Run 1, routing congestion map:
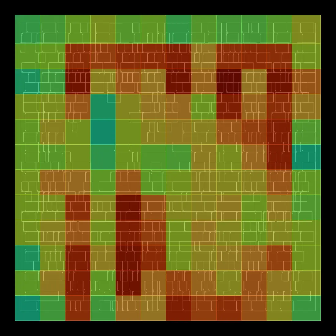
Run 1, M4 wires:
Scale: 6 px per um. Supply wires on this layer in grey.
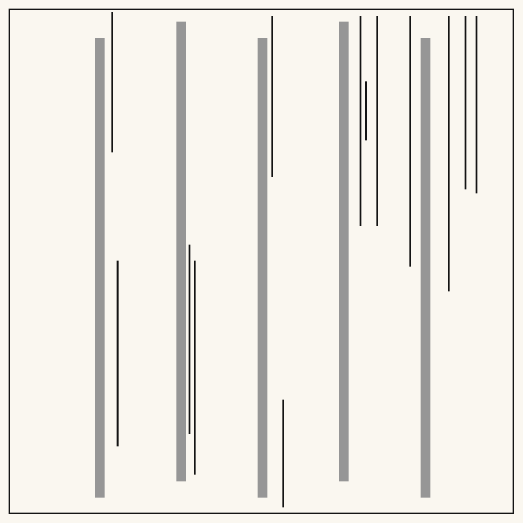
Run 1, zoomed window:
Region (27, 10) to (57, 40) um. Cells in grey, sequential cells in the stronger grey; small squares are vias.
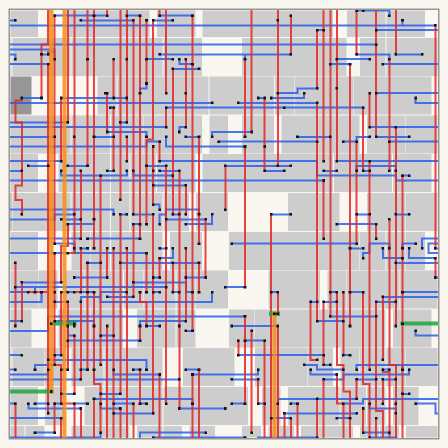
Design rel_fifo_push_arbiter, sky130hd; sources not shown.
==> impl_metrics.yaml, run 1 <==
# implementation run metrics
final_timing:
  rsz0062_at_grt: "true"
  tns_ns: -3.732
  max_freq_mhz: 298.1
  setup_ws_ns: -0.1546
  setup_viol: 38
  period_minus_slack_ns: 3.355
grt:
  overflow: 0
  met2_usage_pct: 55.51
  grt_max_degree: 11
run:
  cap_violations: 0
cells_and_area:
  comb_area_um2: 1699
  buffers: 262
  nNonClkInverters: 28
  seq_cells: 8
  nClkBuffers: 3
  lay_top_count: "clkdlybuf4s50_1"
  largest_register_ffs: 3
  dominant_cells: "buffers"
  buf_share_pct: 53.12
  drive_above_1_share_pct: 24.96
clocking:
  cts_tree: "built"
  clk_pin_slew_ns: 0.04
die:
  coreArea_um2: 6386
  dieHeight_um: 83.78
route:
  route.met2.wl_um: 5702
  drtPass1Iterations: 4
  drt_iter0_markers: 99
  viasPerCell: 5.052
logic_synthesis:
  synth.avg_cell_area_um2: 5.050
  synth-main-ff-cell: "dfrtp_1"
  top_area_cell: "nand2_1"
  ys_chip_area_um2: 1939
  top_cell_area_share_pct: 30.00
  ys_seq_share_pct: 10.32
power:
  intPower_uw: 3201
  p_per_area_nw_per_um2: 1452
run_status:
  violations: "negative setup slack"
  status: "finished, violations left"
Notes on 'routing congestion map' above:
routed len/inst: 15.66 um
met1 Track Usage GR: 33.73%
Post-Route Utilization: 72.14%
met3 usage: 4.253%
gr usage total: 29.54%

Notes on 'M4 wires' above:
longest straight run	45.6 um
nets with wire on the layer	13
share of all routed wire	3.6%
final WL: 10,930 um
vias: 3,526

Notes on 'zoomed window' above:
layer	colour
met4	orange
met1	blue
met3	green
met2	red
sequential cells in the window	0
cells with their middle in the window	88
most frequent	nand2_1 (18), buf_4 (12), nand2_2 (10)

run 1: logic make-up after synthesis:
logic type,after synthesis,share of synthesized area [%]
AND/OR/NAND/NOR,189,40.45
XOR/XNOR,1,0.4517
buffers and inverters,56,12.52
AND-OR/OR-AND,123,32.19
adder cells (fa/ha/maj),6,3.871
flip-flops,8,10.32
other,1,0.1934
run 1: what timing repair did:
item | CTS | global route
gates cloned | 4 | 0
endpoints found under the setup margin | 43 | 44
pin swaps | 28 | 22
gates resized | 286 | 65
hold buffers | 0 | 0
setup buffers | 15 | 6
run 1: power by group through the flow:
stage | clock (uW) | combinational, uW | sequential, uW
after global routing | 131 | 7010 | 154
after floorplan | 0 | 2910 | 139
final | 122 | 6420 | 152
after global placement | 0 | 5420 | 142
after detailed placement | 0 | 5530 | 143
after CTS | 123 | 6030 | 147
Run 1, gate-type map:
Scale: 6 px per um.
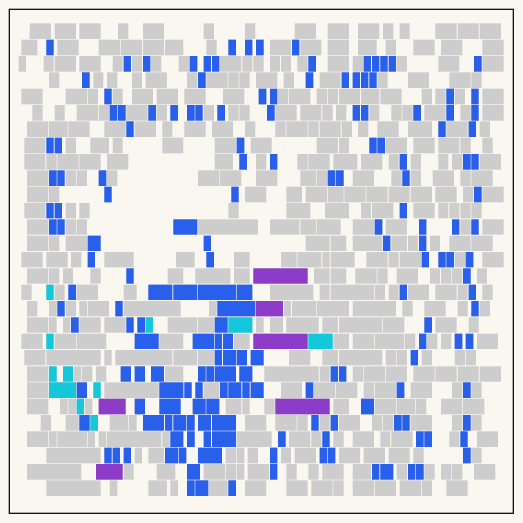

==> run 1 -> run 2 <==
--- a/config.mk
+++ b/config.mk
@@ -5,15 +5,16 @@
 export SDC_FILE = /design/constraint.sdc
 export NUM_CORES = 1
 export LEC_CHECK = 0
-export ABC_AREA = 1
 export CAP_MARGIN = 20
-export CORE_UTILIZATION = 29
+export CELL_PAD_IN_SITES_DETAIL_PLACEMENT = 0
+export CELL_PAD_IN_SITES_GLOBAL_PLACEMENT = 2
+export CORE_UTILIZATION = 14
 export CTS_CLUSTER_DIAMETER = 200
 export CTS_CLUSTER_SIZE = 30
 export DETAILED_ROUTE_END_ITERATION = 16
 export GPL_ROUTABILITY_DRIVEN = 0
 export GPL_TIMING_DRIVEN = 0
-export PLACE_DENSITY = 0.89
+export PLACE_DENSITY = 0.9
 export SLEW_MARGIN = 15
 export SYNTH_ARGS = -nofsm -noshare
 export SYNTH_HDL_FRONTEND = slang
Run 2, gate-type map:
Scale: 4 px per um.
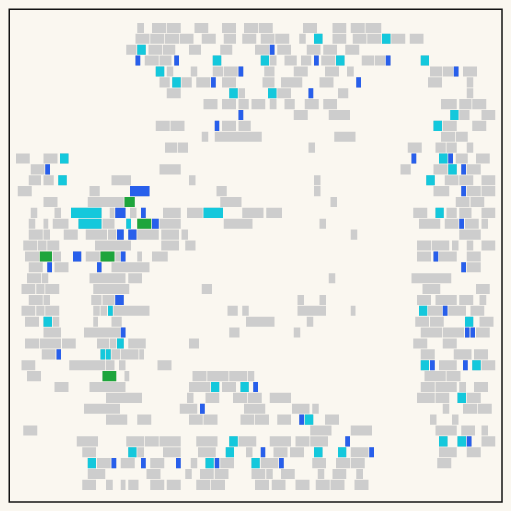
family	colour	cells	where
AND-OR and OR-AND gates	green	5	middle left
NAND gates	blue	50	all over the die
NOR gates	cyan	46	all over the die
Final Instance Count excl. Fillers: 649
combinational share of cell area: 38.23%
most numerous logic cell after layout: clkdlybuf4s50_1

==> run 2 against run 1 <==
  * The flow now finishes without violations
  * Non-clock buffer count decreased by 20
  * Combinational power is about 70% lower
  * Power down 66%
  * Clock power up 74%
  * Critical path depth is 9 lower
  * Synthesized area increased by 5.4%
  * First-iteration DRC count decreased by 53%
  * Sequential cell count did not move
  * Global-route usage shrank 16 points
  * Critical endpoint is now fifo_data_o[6]
==> impl_metrics.yaml, run 2 <==
# implementation run metrics
power:
  total_power_uw: 2273
  pg_clk_uw: 212
  pwr-share-seq_pct: 6.5
  p_switching_uw: 1004
  p_per_area_nw_per_um2: 509.2
  seq-power_uw: 148
  intPower_uw: 1269
  ir_drop_mv: 0.1928
  combPwrFrac_pct: 84.2
  power_leader: "combinational cells"
  p_comb_uw: 1910
cells_and_area:
  stdcell_area_um2: 4464
  clkCellAreaFrac_pct: 1.682
  largest_register_ffs: 3
  n_antenna_cell: 0
  dominant_cells: "buffers"
  regArea_um2: 201.4
  post-route-util_pct: 31.79
  buffers: 242
  seq_share_pct: 4.512
  nNonClkInverters: 7
  logic_gates: 209
  nClkBuffers: 3
  comb_area_um2: 1707
  drive_above_1_share_pct: 27.72
  seq_cells: 8
  buf_share_pct: 49.94
logic_synthesis:
  ys_chip_area_um2: 2043
  synth-simple-area-share_pct: 27.68
  ys_sh_mux_pct: 0.9798
  syn_inst: 252
  top_area_cell: "a221oi_2"
  top_cell_area_share_pct: 14.70
  most_common_cell: "nand2_1"
  synthAoiAreaFrac_pct: 48.38
  ys_seq_share_pct: 9.798
  xor_share_pct: 0
  top_logic_kind: "AND-OR/OR-AND gates"
  ys_sh_adder_pct: 3.674
  top_cells_by_area: "a221oi_2 (15%), o31ai_2 (12%), nor2b_1 (12%), dfrtp_1 (9.8%), a221oi_1 (8.1%)"
  synth.avg_cell_area_um2: 8.108
  synth-main-ff-cell: "dfrtp_1"
  yosys_cells: 252
run:
  cap_violations: 0
die:
  die_w_um: 122.8
  fp_util_pct: 14.55
  dieHeight_um: 122.8
  coreArea_um2: 14040
  tapCellCount: 180
clocking:
  cts_tree: "built"
  numClockSinks: 8
  cts_buffer_depth: 2
  clk_pin_slew_ns: 0.04
  htreeDepth: 1
  postCtsHoldBufs: 0
  clock_latency_ns: 0.23
final_timing:
  period_minus_slack_ns: 3.115
  slew_headroom_pct: 66.39
  timing.hold.ws_ns: 0.4339
  max_freq_mhz: 321.0
  tns_ns: 0
  setup_viol: 0
  rsz0062_at_grt: "true"
  setup_ws_ns: 0.08488
run_status:
  status: "finished clean"
setup_path:
  cp_slowest_cell: "dfrtp_2"
  reg2regPathDepth: 6
  cp-start-kind: "flip-flop"
  r2r_slack_ns: 1.57
  path_buffers: 4
  path_cells: "nand2b_1 > a21o_1 > and3_4 > ha_1 > buf_6 > nor2b_4 > buf_4 > bufbuf_16 > a221oi_1 > o31ai_1 > buf_2"
  worstPathArrival_ns: 2.54
  crit_family: "buffers and inverters"
grt:
  overflow: 0
  grt_max_degree: 11
  track_usage_pct: 13.39
min_path:
  hp-class: "flip-flop to flip-flop"
place:
  dp_hpwl_um: 8458
  place_area_um2: 4370
route:
  drt_iter0_markers: 47
  viasPerCell: 4.482
  routedWlPerCell_um: 16.68
  drtPass1Iterations: 4
  dr_total_vias: 2909
  drt_wl_total_um: 10830
-- run 2: cell types whose count changed in the layout (fill, tap and decap cells not counted), sizes merged, moves of 11 or more --
cell	change
a21oi	-34
a221oi	+39
buf	-33
inv	-19
nand2	-120
nand3	-11
nor2b	+39
o21ai	-79
o31ai	+39
-- run 2: metal layers --
metal / up-vias / GRT usage [%] / wire (um)
li1: 1396 / - / -
met1: 1394 / 16.12 / 4475
met2: 112 / 25.25 / 5528
met3: 7 / 1.905 / 746
met4: 0 / 2.058 / 79
met5: - / 0 / 0
-- run 2: repair_timing --
item                                    in CTS  in global routing
endpoints found under the setup margin      43                 39
resized                                    163                 44
buffers inserted                             2                  0
pin swaps                                    7                  7
cloned                                       2                  0
Power and IR drop assume default switching activity.
